==> src/rtl/pc_redirect_unit.sv <==
// rtl/pc_redirect_unit.sv - fetch PC register with jump/branch redirect, IF/ID flush and misalignment trap
module pc_redirect_unit #(
    parameter int                 ADDR_W       = 32,
    parameter logic [ADDR_W-1:0]  RESET_PC     = '0,
    parameter logic [ADDR_W-1:0]  TRAP_PC      = ADDR_W'('h80),
    parameter int                 FLUSH_CYCLES = 1
) (
    input  logic              clk,
    input  logic              rst_n,
    input  logic              stall,
    input  logic [1:0]        jump,
    input  logic              branch,
    input  logic              branch_taken,
    input  logic [15:0]       imm16,
    input  logic [25:0]       instr_index,
    input  logic [ADDR_W-1:0] rs_data,
    input  logic [ADDR_W-1:0] fwd_data,
    output logic [ADDR_W-1:0] pc,
    output logic [ADDR_W-1:0] pc_plus4,
    output logic              flush_if,
    output logic              redirect,
    output logic              misalign_err
);

    // Jump encodings from the control decoder.
    localparam logic [1:0] JUMP_NONE = 2'b00;
    localparam logic [1:0] JUMP_RS   = 2'b01;
    localparam logic [1:0] JUMP_FWD  = 2'b10;
    localparam logic [1:0] JUMP_ABS  = 2'b11;

    // Squash length loaded on every committed redirect (legal range 1..3).
    localparam logic [1:0] FLUSH_INIT = 2'(FLUSH_CYCLES);

    localparam logic [ADDR_W-1:0] FOUR = ADDR_W'(4);

    typedef enum logic {
        ST_RUN   = 1'b0,
        ST_FLUSH = 1'b1
    } state_t;

    state_t            state_q;
    state_t            state_d;
    logic [1:0]        cnt_q;
    logic [1:0]        cnt_d;
    logic [ADDR_W-1:0] pc_q;
    logic [ADDR_W-1:0] pc_d;
    logic [ADDR_W-1:0] pc_id_q;
    logic              redirect_q;
    logic              redirect_d;
    logic              err_q;
    logic              err_d;

    logic [ADDR_W-1:0] pc_id_plus4;
    logic [ADDR_W-1:0] imm_ext;
    logic [ADDR_W-1:0] br_tgt;
    logic [ADDR_W-1:0] j_tgt;
    logic [ADDR_W-1:0] jr_tgt;

    logic              req_valid;
    logic [ADDR_W-1:0] req_tgt;
    logic              tgt_misaligned;

    // Candidate targets, all relative to the instruction currently in ID.
    always_comb begin
        pc_id_plus4 = pc_id_q + FOUR;
        imm_ext     = {{(ADDR_W-16){imm16[15]}}, imm16};
        br_tgt      = pc_id_plus4 + (imm_ext << 2);
        j_tgt       = {pc_id_plus4[ADDR_W-1:28], instr_index, 2'b00};
        jr_tgt      = (jump == JUMP_FWD) ? fwd_data : rs_data;
    end

    // Request arbitration: any jump beats a taken branch; an untaken branch is no request.
    always_comb begin
        req_valid = 1'b0;
        req_tgt   = '0;
        unique case (jump)
            JUMP_RS, JUMP_FWD: begin
                req_valid = 1'b1;
                req_tgt   = jr_tgt;
            end
            JUMP_ABS: begin
                req_valid = 1'b1;
                req_tgt   = j_tgt;
            end
            JUMP_NONE: begin
                if (branch && branch_taken) begin
                    req_valid = 1'b1;
                    req_tgt   = br_tgt;
                end
            end
            default: begin
                req_valid = 1'b0;
                req_tgt   = '0;
            end
        endcase
        tgt_misaligned = (req_tgt[1:0] != 2'b00);
    end

    // Next-state logic: stall freezes everything; FLUSH drains the squash counter while
    // fetching sequentially; RUN commits a redirect or steps to pc+4.
    always_comb begin
        state_d    = state_q;
        cnt_d      = cnt_q;
        pc_d       = pc_q;
        redirect_d = 1'b0;
        err_d      = err_q;

        if (!stall) begin
            unique case (state_q)
                ST_RUN: begin
                    if (req_valid) begin
                        redirect_d = 1'b1;
                        state_d    = ST_FLUSH;
                        cnt_d      = FLUSH_INIT;
                        if (tgt_misaligned) begin
                            pc_d  = TRAP_PC;
                            err_d = 1'b1;
                        end else begin
                            pc_d  = req_tgt;
                        end
                    end else begin
                        pc_d = pc_q + FOUR;
                    end
                end
                ST_FLUSH: begin
                    // The ID slot holds a squashed bubble, so its control bits are ignored.
                    pc_d  = pc_q + FOUR;
                    cnt_d = cnt_q - 2'd1;
                    if (cnt_q <= 2'd1) begin
                        state_d = ST_RUN;
                        cnt_d   = 2'd0;
                    end
                end
                default: begin
                    state_d = ST_RUN;
                    cnt_d   = 2'd0;
                end
            endcase
        end
    end

    // Fetch PC, FSM state and squash counter.
    always_ff @(posedge clk or negedge rst_n) begin
        if (!rst_n) begin
            pc_q    <= RESET_PC;
            state_q <= ST_RUN;
            cnt_q   <= 2'd0;
        end else begin
            pc_q    <= pc_d;
            state_q <= state_d;
            cnt_q   <= cnt_d;
        end
    end

    // PC of the instruction in ID follows the fetch PC one stage behind.
    always_ff @(posedge clk or negedge rst_n) begin
        if (!rst_n) begin
            pc_id_q <= RESET_PC;
        end else if (!stall) begin
            pc_id_q <= pc_q;
        end
    end

    // One-cycle redirect pulse and sticky misalignment flag.
    always_ff @(posedge clk or negedge rst_n) begin
        if (!rst_n) begin
            redirect_q <= 1'b0;
            err_q      <= 1'b0;
        end else begin
            redirect_q <= redirect_d;
            err_q      <= err_d;
        end
    end

    // Output drive.
    always_comb begin
        pc           = pc_q;
        pc_plus4     = pc_q + FOUR;
        flush_if     = (state_q == ST_FLUSH);
        redirect     = redirect_q;
        misalign_err = err_q;
    end

endmodule

==> config.mk <==
export PLATFORM = sky130hd
export DESIGN_NAME = pc_redirect_unit
export DESIGN_NICKNAME = d
export VERILOG_FILES = /design/src/rtl/pc_redirect_unit.sv
export SDC_FILE = /design/constraint.sdc
export NUM_CORES = 1
export LEC_CHECK = 0
export ABC_AREA = 1
export ABC_CLOCK_PERIOD_IN_PS = 4080
export CORE_MARGIN = 1.5
export CORE_UTILIZATION = 52
export CTS_BUF_LIST = sky130_fd_sc_hd__clkbuf_2 sky130_fd_sc_hd__clkbuf_4 sky130_fd_sc_hd__clkbuf_8
export DETAILED_ROUTE_END_ITERATION = 6
export GPL_TIMING_DRIVEN = 0
export PLACE_DENSITY = 0.84
export REMOVE_ABC_BUFFERS = 1
export SYNTH_ARGS = -nofsm -noshare
export SYNTH_HDL_FRONTEND = slang
export SYNTH_SLANG_ARGS = --single-unit
==> constraint.sdc <==
create_clock -name clk -period 4.08 [get_ports clk]
set_input_delay 1.02 -clock clk [delete_from_list [all_inputs] [get_ports clk]]
set_output_delay 1.02 -clock clk [all_outputs]
set_load 0.005 [all_outputs]
Figure 1. The metal 1 layer.
The bar under the picture is 20 microns long. Supply wires on this layer in grey.
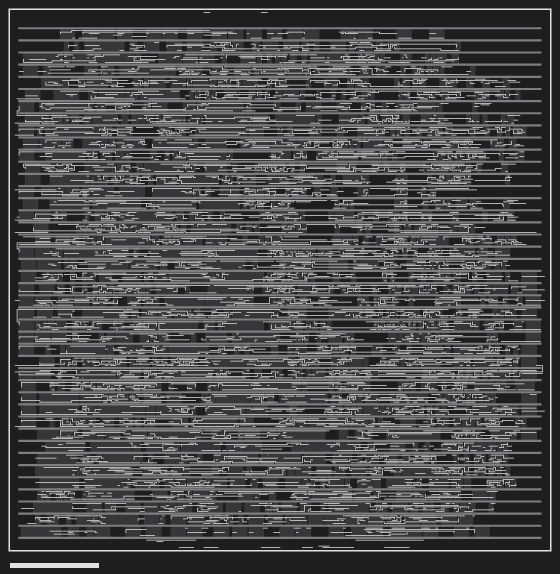
nets with wire on the layer	1,364
longest straight run	66.7 microns
wire length on this layer	11,200 microns
share of all routed wire	43%

Figure 2. Met2 routing.
The bar under the picture is 20 microns long.
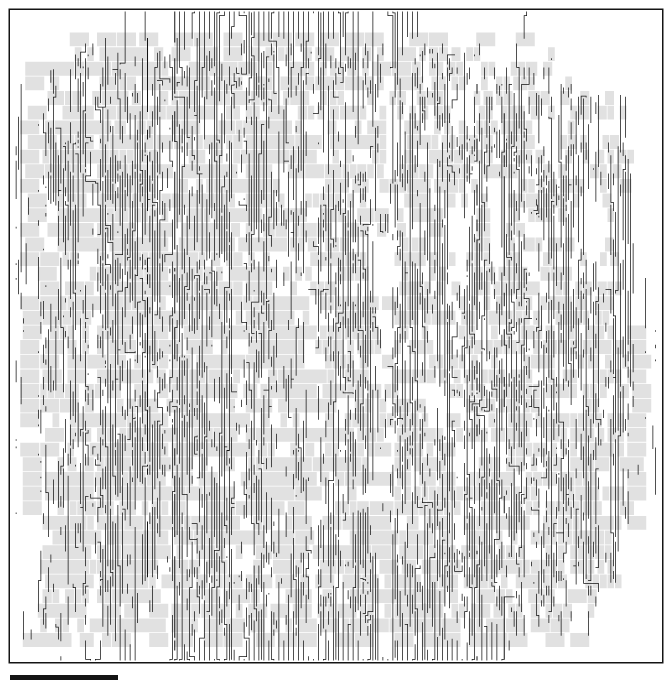
share of all routed wire	45%
nets with wire on the layer	1,212
wire length on this layer	11,600 microns

==> flow_metrics.env <==
# physical design summary
export IMPL_ys_sh_simple=0.3620
export IMPL_worst_slack_ns=0.1919
export IMPL_most_common_layout_cells="nand2_1 (329), clkdlybuf4s50_1 (177), inv_1 (162)"
export IMPL_synth_area_leader_cell="dfrtp_1"
export IMPL_ir_drop_mv=0.3864
export IMPL_num_nonclk_inverters=168
export IMPL_cts_sinks=69
export IMPL_clock_area_frac=0.02423
export IMPL_clk_latency_ns=0.36
export IMPL_buf_share=0.1947
export IMPL_pwr_share_comb=0.519
export IMPL_drc=0
export IMPL_grt_first_pass_wirelength_microns=40100
export IMPL_place_congestion=0.9623
export IMPL_grt_pass1_vias=7801
export IMPL_grt_usage=0.3550
export IMPL_routed_wl_met3_microns=2197
export IMPL_wl_met1_microns=11180
export IMPL_path_cells="clkdlybuf4s50_1 -> inv_1 -> ha_4 -> inv_1 -> nor2_1 -> nand2_1 -> o21ai_1 -> nor2_4 -> o211ai_1 -> a31oi_1"
export IMPL_yosysTopAreaCellShare=0.2382
export IMPL_holdWs_ns=0.4781
export IMPL_htree_levels=3
export IMPL_fin_util=0.7051
export IMPL_flop_area_sq_um=1727
export IMPL_p_seq_w=0.00100
export IMPL_finalNonFillerCells=1522
export IMPL_yosysWarnings=0
export IMPL_p_sw_w=0.001472
export IMPL_critPathRequiredTime_ns=4.29
export IMPL_lay_top_count="nand2_1"
export IMPL_logic_gates=911
export IMPL_drt_iter0_markers=776
export IMPL_postPlaceCellArea_sq_um=9160
export IMPL_slew_headroom=0.4204
export IMPL_worst_pin_slew_ns=0.8693
export IMPL_pwr_share_clk=0.188
export IMPL_syn_to_final_growth_pct=30.36
export IMPL_met2_length_microns=11620
export IMPL_path_buffers=3
export IMPL_crit_arrival_ns=4.09
export IMPL_common_cells="nand2_1 (329), inv_1 (163), nor2_1 (136)"
export IMPL_die_h_microns=121.1
export IMPL_cp_slowest_stage_delay_ns=0.61
export IMPL_place_ws_ns=-1.507
export IMPL_mux_area_frac=0
export IMPL_top_layer_used="met4"
export IMPL_synth_edff_count=0
export IMPL_num_clock_buffers=12
export IMPL_comb_share=0.5078
export IMPL_outcome="completed"
export IMPL_power_leader="combinational cells"
export IMPL_ctsHoldBuffers=0
export IMPL_ys_flop_type="dfrtp_1"
export IMPL_internal_power_w=0.001943
export IMPL_critPathLaunchType="input port"
export IMPL_fillerInstances=1190
export IMPL_critPathCaptureType="flop"
export IMPL_die_area_sq_um=14660
export IMPL_leakagePower_nw=4.569
export IMPL_top_cells_by_area="dfrtp_1 (24%), nand2_1 (17%), inv_1 (8.4%), nor2_1 (7.0%), ha_1 (6.7%)"
export IMPL_core_util_floorplan=0.5409
export IMPL_layout_min_cycle_time_ns=3.888
export IMPL_synthArstFlopShare=1.000
export IMPL_crit_type="in2reg"
export IMPL_netlist_instances=1180
export IMPL_logic_area_sq_um=4798
export IMPL_synthAoiAreaFrac=0.1595
export IMPL_rsz0062_at_grt="false"
export IMPL_wire_per_inst_microns=16.91
export IMPL_cts_tree="yes"
export IMPL_nWellTaps=176
export IMPL_stdcell_area_sq_um=9449
export IMPL_die_w_microns=121.1
export IMPL_tool_warnings=32
export IMPL_grt_max_degree=70
export IMPL_fp_row_count=42
Figure 3. Sizing map.
The bar under the picture is 20 microns long.
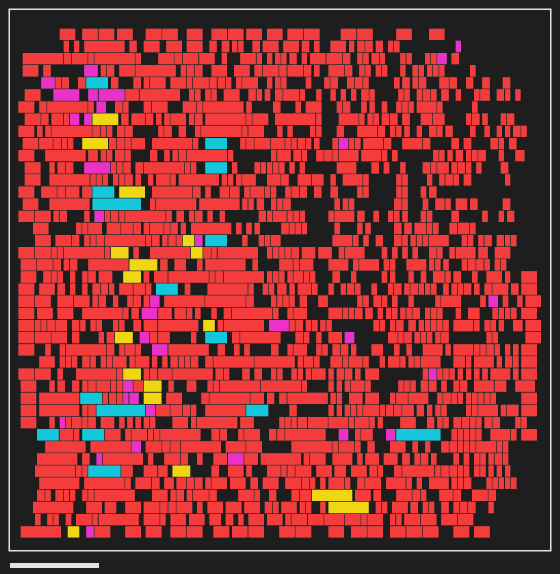
colour	size	cells	share
magenta	drive 2	33	2.5%
cyan	drive 6 and up	15	1.1%
yellow	drive 3 to 4	17	1.3%
red	drive 1 or less	1,281	95%

Figure 4. Routing congestion.
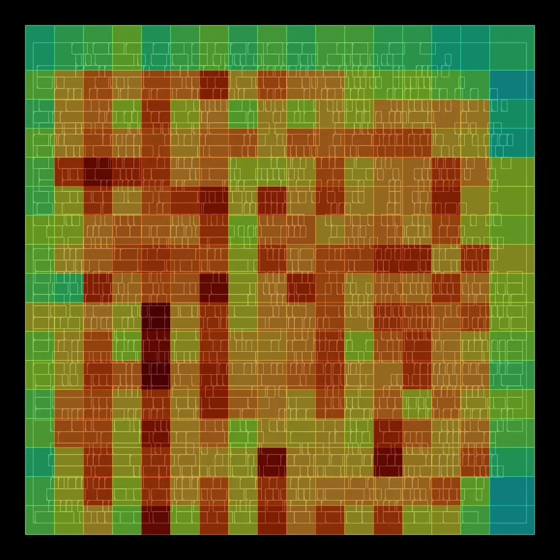
GRT busiest layer: met2
met3 GRT Util: 0.04981

[state kept, by name, indices dropped and copies added (netlist names)]
signal / cells
pc_id_q: 32
misalign_err: 1
redirect: 1
cnt_q: 2
flush_if: 1
pc: 32
[path summary, 6_finish.rpt]
check / startpoint / endpoint / cells after the start
min in group asynchronous: rst_n / pc[1] / 1
min reg2reg: misalign_err / misalign_err / 1
min: misalign_err / misalign_err / 1
max reg2reg: pc_id_q[3] / pc[29] / 23
max: jump[0] / pc[8] / 10
max in group asynchronous: rst_n / pc[20] / 1
[repair_timing]
| action | CTS | global route |
|---|---|---|
| cloned | 1 | 0 |
| pin swaps | 1 | 0 |
| buffers inserted | 1 | 0 |
| gates resized | 5 | 4 |
| endpoints found under the hold margin | 0 | 0 |
| endpoints found under the setup margin | 28 | 17 |
